[src/rtl/led_matrix_serializer_if.sv]
// Bus between the frame builder and the LED matrix serializer: frame inputs and board pins.
// The frame builder offers wr_seq/wr_seq_nbits at all times; a frame is taken only in a cycle where
// the serializer is idle and cnt_100M==0. There is no valid/ready back-pressure, so a busy
// serializer drops the trigger.
interface led_matrix_serializer_if #(
   parameter int SEQ_W = 394
);
   logic [31:0]      cnt_100M;
   logic [SEQ_W-1:0] wr_seq;
   logic [31:0]      wr_seq_nbits;
   logic             cs;
   logic             write;
   logic             data;
   logic             debug;
   logic [2:0]       state_dbg;

   modport master (
      output cnt_100M, wr_seq, wr_seq_nbits,
      input  cs, write, data, debug, state_dbg
   );

   modport slave (
      input  cnt_100M, wr_seq, wr_seq_nbits,
      output cs, write, data, debug, state_dbg
   );
endinterface

[src/rtl/led_matrix_serializer.sv]
// 3-wire (cs/write/data) transmitter for the 16x24 LED matrix board: init command burst
// after reset, then one frame per zero crossing of the free-running counter.
module led_matrix_serializer #(
   parameter int SEQ_W = 394,
   parameter int HALF  = 50,
   parameter int CMD_W = 12
) (
   input logic                    clk,
   input logic                    rst_n,
   led_matrix_serializer_if.slave bus
);
   localparam int            HW        = (HALF > 1) ? $clog2(HALF) : 1;
   localparam logic [HW-1:0] HALF_LAST = HW'(HALF - 1);
   localparam logic [8:0]    CMD_LAST  = 9'(CMD_W - 1);
   localparam logic [8:0]    SEQ_MAX   = 9'(SEQ_W);

   typedef enum logic [2:0] {
      INIT_SEND = 3'd0,
      INIT_GAP  = 3'd1,
      IDLE      = 3'd2,
      SEND      = 3'd3,
      GAP       = 3'd4
   } state_t;

   state_t           state;
   logic [HW-1:0]    half_cnt;
   logic             phase;
   logic [8:0]       bit_cnt;
   logic [1:0]       cmd_idx;
   logic [SEQ_W-1:0] frame_q;
   logic             cs_q;
   logic             write_q;
   logic             data_q;
   logic             debug_q;

   logic             half_done;
   logic [8:0]       bit_m1;
   logic [8:0]       nbits_eff;
   logic [8:0]       nbits_last;
   logic             next_bit;

   // Init words are {3'b100, code, 1'b0}; index 3 means all commands are done.
   function automatic logic cmd_bit(input logic [1:0] idx, input logic [3:0] pos);
      logic [11:0] w;
      case (idx)
         2'd0:    w = {3'b100, 8'h01, 1'b0};
         2'd1:    w = {3'b100, 8'h03, 1'b0};
         2'd2:    w = {3'b100, 8'h20, 1'b0};
         default: w = 12'h000;
      endcase
      return w[pos];
   endfunction

   always_comb begin
      half_done = (half_cnt == HALF_LAST);
      bit_m1    = bit_cnt - 9'd1;
      nbits_eff = (bus.wr_seq_nbits > 32'(SEQ_W)) ? SEQ_MAX : bus.wr_seq_nbits[8:0];
      nbits_last = nbits_eff - 9'd1;
      next_bit  = (state == SEND) ? frame_q[bit_m1] : cmd_bit(cmd_idx, bit_m1[3:0]);
   end

   // phase 0 is the write-low half of a cell (or first half of a gap), phase 1 the high half.
   always_ff @(posedge clk or negedge rst_n) begin
      if (!rst_n) begin
         state    <= INIT_SEND;
         half_cnt <= '0;
         phase    <= 1'b0;
         bit_cnt  <= CMD_LAST;
         cmd_idx  <= 2'd0;
         frame_q  <= '0;
         cs_q     <= 1'b1;
         write_q  <= 1'b1;
         data_q   <= 1'b0;
         debug_q  <= 1'b0;
      end else begin
         case (state)
            INIT_SEND, SEND: begin
               if (cs_q) begin
                  // Only reached on the first edge after reset: start command 0.
                  cs_q     <= 1'b0;
                  write_q  <= 1'b0;
                  data_q   <= cmd_bit(cmd_idx, CMD_LAST[3:0]);
                  half_cnt <= '0;
                  phase    <= 1'b0;
                  bit_cnt  <= CMD_LAST;
               end else if (!half_done) begin
                  half_cnt <= half_cnt + 1'b1;
               end else begin
                  half_cnt <= '0;
                  if (!phase) begin
                     phase   <= 1'b1;
                     write_q <= 1'b1;
                  end else begin
                     phase   <= 1'b0;
                     bit_cnt <= bit_m1;
                     if (bit_cnt == 9'd0) begin
                        cs_q <= 1'b1;
                        if (state == SEND) begin
                           state   <= GAP;
                           debug_q <= ~debug_q;
                        end else begin
                           state   <= INIT_GAP;
                           cmd_idx <= cmd_idx + 2'd1;
                        end
                     end else begin
                        write_q <= 1'b0;
                        data_q  <= next_bit;
                     end
                  end
               end
            end

            INIT_GAP, GAP: begin
               if (!half_done) begin
                  half_cnt <= half_cnt + 1'b1;
               end else if (!phase) begin
                  half_cnt <= '0;
                  phase    <= 1'b1;
               end else begin
                  half_cnt <= '0;
                  phase    <= 1'b0;
                  if (state == INIT_GAP && cmd_idx != 2'd3) begin
                     state   <= INIT_SEND;
                     cs_q    <= 1'b0;
                     write_q <= 1'b0;
                     data_q  <= cmd_bit(cmd_idx, CMD_LAST[3:0]);
                     bit_cnt <= CMD_LAST;
                  end else begin
                     state <= IDLE;
                  end
               end
            end

            IDLE: begin
               if (bus.cnt_100M == 32'd0) begin
                  frame_q <= bus.wr_seq;
                  if (nbits_eff != 9'd0) begin
                     state    <= SEND;
                     cs_q     <= 1'b0;
                     write_q  <= 1'b0;
                     data_q   <= bus.wr_seq[nbits_last];
                     bit_cnt  <= nbits_last;
                     half_cnt <= '0;
                     phase    <= 1'b0;
                  end
               end
            end

            default: state <= IDLE;
         endcase
      end
   end

   assign bus.cs        = cs_q;
   assign bus.write     = write_q;
   assign bus.data      = data_q;
   assign bus.debug     = debug_q;
   assign bus.state_dbg = state;
endmodule

[src/flat_wrapper.sv]
// flat-port wrapper written by rule: the top's interface ports become plain ports
module led_matrix_serializer_flat 
#(
   parameter int SEQ_W = 394,
   parameter int HALF  = 50,
   parameter int CMD_W = 12
)
  (clk, rst_n, bus_cnt_100M, bus_wr_seq, bus_wr_seq_nbits, bus_cs, bus_write, bus_data, bus_debug, bus_state_dbg);
  led_matrix_serializer_if #(.SEQ_W(SEQ_W)) bus_i ();
  input logic clk;
  input logic rst_n;
  input wire logic [$bits(bus_i.cnt_100M)-1:0] bus_cnt_100M;
  input wire logic [$bits(bus_i.wr_seq)-1:0] bus_wr_seq;
  input wire logic [$bits(bus_i.wr_seq_nbits)-1:0] bus_wr_seq_nbits;
  output wire logic [$bits(bus_i.cs)-1:0] bus_cs;
  output wire logic [$bits(bus_i.write)-1:0] bus_write;
  output wire logic [$bits(bus_i.data)-1:0] bus_data;
  output wire logic [$bits(bus_i.debug)-1:0] bus_debug;
  output wire logic [$bits(bus_i.state_dbg)-1:0] bus_state_dbg;
  assign bus_i.cnt_100M = bus_cnt_100M;
  assign bus_i.wr_seq = bus_wr_seq;
  assign bus_i.wr_seq_nbits = bus_wr_seq_nbits;
  assign bus_cs = bus_i.cs;
  assign bus_write = bus_i.write;
  assign bus_data = bus_i.data;
  assign bus_debug = bus_i.debug;
  assign bus_state_dbg = bus_i.state_dbg;
  led_matrix_serializer #(.SEQ_W(SEQ_W), .HALF(HALF), .CMD_W(CMD_W)) u_core (.clk(clk), .rst_n(rst_n), .bus(bus_i));
endmodule
[config.mk]
export PLATFORM = sky130hd
export DESIGN_NAME = led_matrix_serializer_flat
export DESIGN_NICKNAME = d
export VERILOG_FILES = /design/src/rtl/led_matrix_serializer_if.sv /design/src/rtl/led_matrix_serializer.sv /design/src/flat_wrapper.sv
export SDC_FILE = /design/constraint.sdc
export NUM_CORES = 1
export LEC_CHECK = 0
export ABC_AREA = 0
export CAP_MARGIN = 20
export CORE_MARGIN = 5
export CORE_UTILIZATION = 50
export CTS_CLUSTER_SIZE = 30
export DETAILED_ROUTE_END_ITERATION = 10
export PLACE_DENSITY = 0.78
export SLEW_MARGIN = 20
export SYNTH_ARGS = -nofsm -noshare
export SYNTH_HDL_FRONTEND = slang
export SYNTH_SLANG_ARGS = --single-unit
export TNS_END_PERCENT = 20
[constraint.sdc]
create_clock -name clk -period 4.5 [get_ports clk]
set_clock_uncertainty 0.15 [all_clocks]
set_input_delay 0.45 -clock clk [delete_from_list [all_inputs] [get_ports clk]]
set_output_delay 0.45 -clock clk [all_outputs]
set_load 0.02 [all_outputs]
layer_met1.png
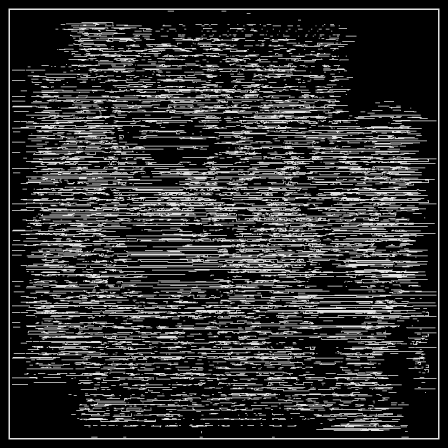
wire length on this layer: 30.6 mm
share of all routed wire: 39%
longest straight run: 78.2 µm
nets with wire on the layer: 2479
main direction: horizontal
Vias: 18114
GR Util met1: 40.20%
Post-Route WL: 78.74 mm

layer_met2.png
The bar under the picture is 50 µm long. Cells faint in the background.
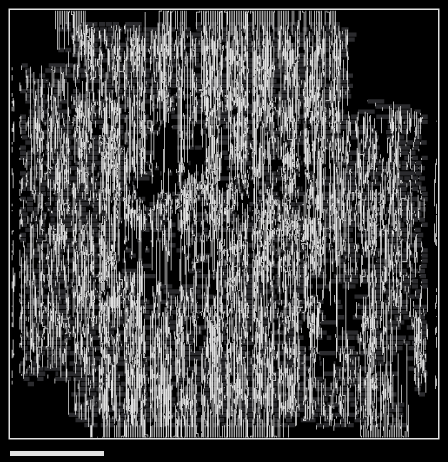
main direction: vertical
nets with wire on the layer: 2551
longest straight run: 84.3 µm
share of all routed wire: 49%

layer_met3.png
The bar under the picture is 50 µm long.
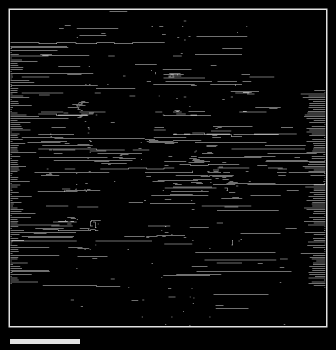
share of all routed wire: 8.0%
wire length on this layer: 6320 µm
nets with wire on the layer: 456
main direction: horizontal
longest straight run: 67.9 µm
met3 Track Usage GR: 6.810%

==> impl_metrics.json <==
{
  "clock-sinks": 419,
  "fin_ws_ns": 0.3465,
  "finalCritPeriodShare_pct": 92.30,
  "place_hpwl_mm": 59.70,
  "crit_chain": "clkdlybuf4s50_1 -> o311ai_2 -> o21ai_0 -> nor4_1 -> buf_4 -> ha_4 -> nor3b_1 -> nand2b_1 -> or3_1 -> a21boi_1 -> nand4_1 -> buf_4 -> and4b_1 -> a31oi_1 -> o2111ai_1 -> nor4_1 -> buf_4 -> a211o_1",
  "synth_seq_share_pct": 44.76,
  "slowest_delay_ns": 0.48,
  "track_usage_pct": 30.50,
  "min_from": "u_core.half_cnt[5]",
  "instances_no_fill": 2920,
  "synth_area_per_cell_um2": 13.37,
  "synthCells": 1753,
  "hold-worst-slack_ns": 0.3359,
  "portBuffers": 466,
  "cts_setup_buffers": 0,
  "p_comb_share_pct": 9.1,
  "inverters": 11,
  "holdPathStages": 1,
  "syn_area_um2": 23440,
  "seq_cell_count": 419,
  "ys_types": 72,
  "rr_endpoint": "u_core.bus.data",
  "power_leader": "clock",
  "maxSlewViolCount": 0,
  "top_cell_area_share_pct": 44.20,
  "total_power_mw": 8.296,
  "syn_to_final_growth_pct": 33.20,
  "cp_common_cell": "buf_4",
  "clkPwrFrac_pct": 45.5,
  "path_buffers": 4,
  "cp_data_required_time_ns": 4.82,
  "ys.flop_type": "dfrtp_1",
  "pg_comb_mw": 0.751,
  "crit_arrival_ns": 4.47,
  "busiest_layer": "met2",
  "met2_usage_pct": 50.01,
  "synthTopLogicFamily": "multiplexers",
  "numSynthFlops": 419,
  "synth-edff-count": 0,
  "r2r_setup_slack_ns": 0.48,
  "ir_worst_vdd_v": 0.0002328,
  "power_density_nw_per_um2": 265.7,
  "grt_max_degree": 174,
  "endpoint": "u_core.bus.data",
  "rr_startpoint": "u_core.bit_cnt[0]",
  "switching_share_pct": 22.76,
  "placed_cell_area_um2": 29690,
  "grt_pass1_vias": 19497,
  "hold_end": "u_core.half_cnt[5]",
  "ys_sh_xor_pct": 0.8594,
  "die_w_um": 226.5,
  "drive_above_1_share_pct": 35.43,
  "htreeDepth": 2,
  "wl_met1_mm": 30.65,
  "pg_clk_mw": 3.78,
  "clock_buffers": 70,
  "grt_pass1_wl_mm": 118.8,
  "slew_headroom_pct": 23.12,
  "antenna_left": 0,
  "max_cap_viol_count": 0,
  "num-fill-cells": 3360,
  "insertion_delay_ns": 0.59,
  "reg_top3": "u_core.frame_q x394, u_core.bit_cnt x9, u_core.half_cnt x6",
  "cp.depth": 18,
  "rsz0062_at_grt": "no",
  "fp_util_pct": 50.45,
  "fa_ha_area_share_pct": 0.4804,
  "diodes": 7,
  "dp_slack_ns": -0.1613,
  "cts_made_buffers": 47,
  "ys_sh_simple_pct": 7.788,
  "wl_met2_mm": 38.62,
  "regArea_um2": 10500,
  "status": "complete, no violations",
  "final_cell_mix": "clkdlybuf4s50_1 (465), dfrtp_1 (414), mux2_2 (401)",
  "cts_root_buf": "clkbuf_16",
  "common_cells": "dfrtp_1 (414), mux2_2 (401), mux4_2 (173)",
  "crit_path_start": "bus_wr_seq_nbits[6]",
  "slowest_stage": "clkdlybuf4s50_1",
  "sh_comb_area_pct": 39.63,
  "async_flop_share_pct": 100.0,
  "p_leak_nw": 13.60
}
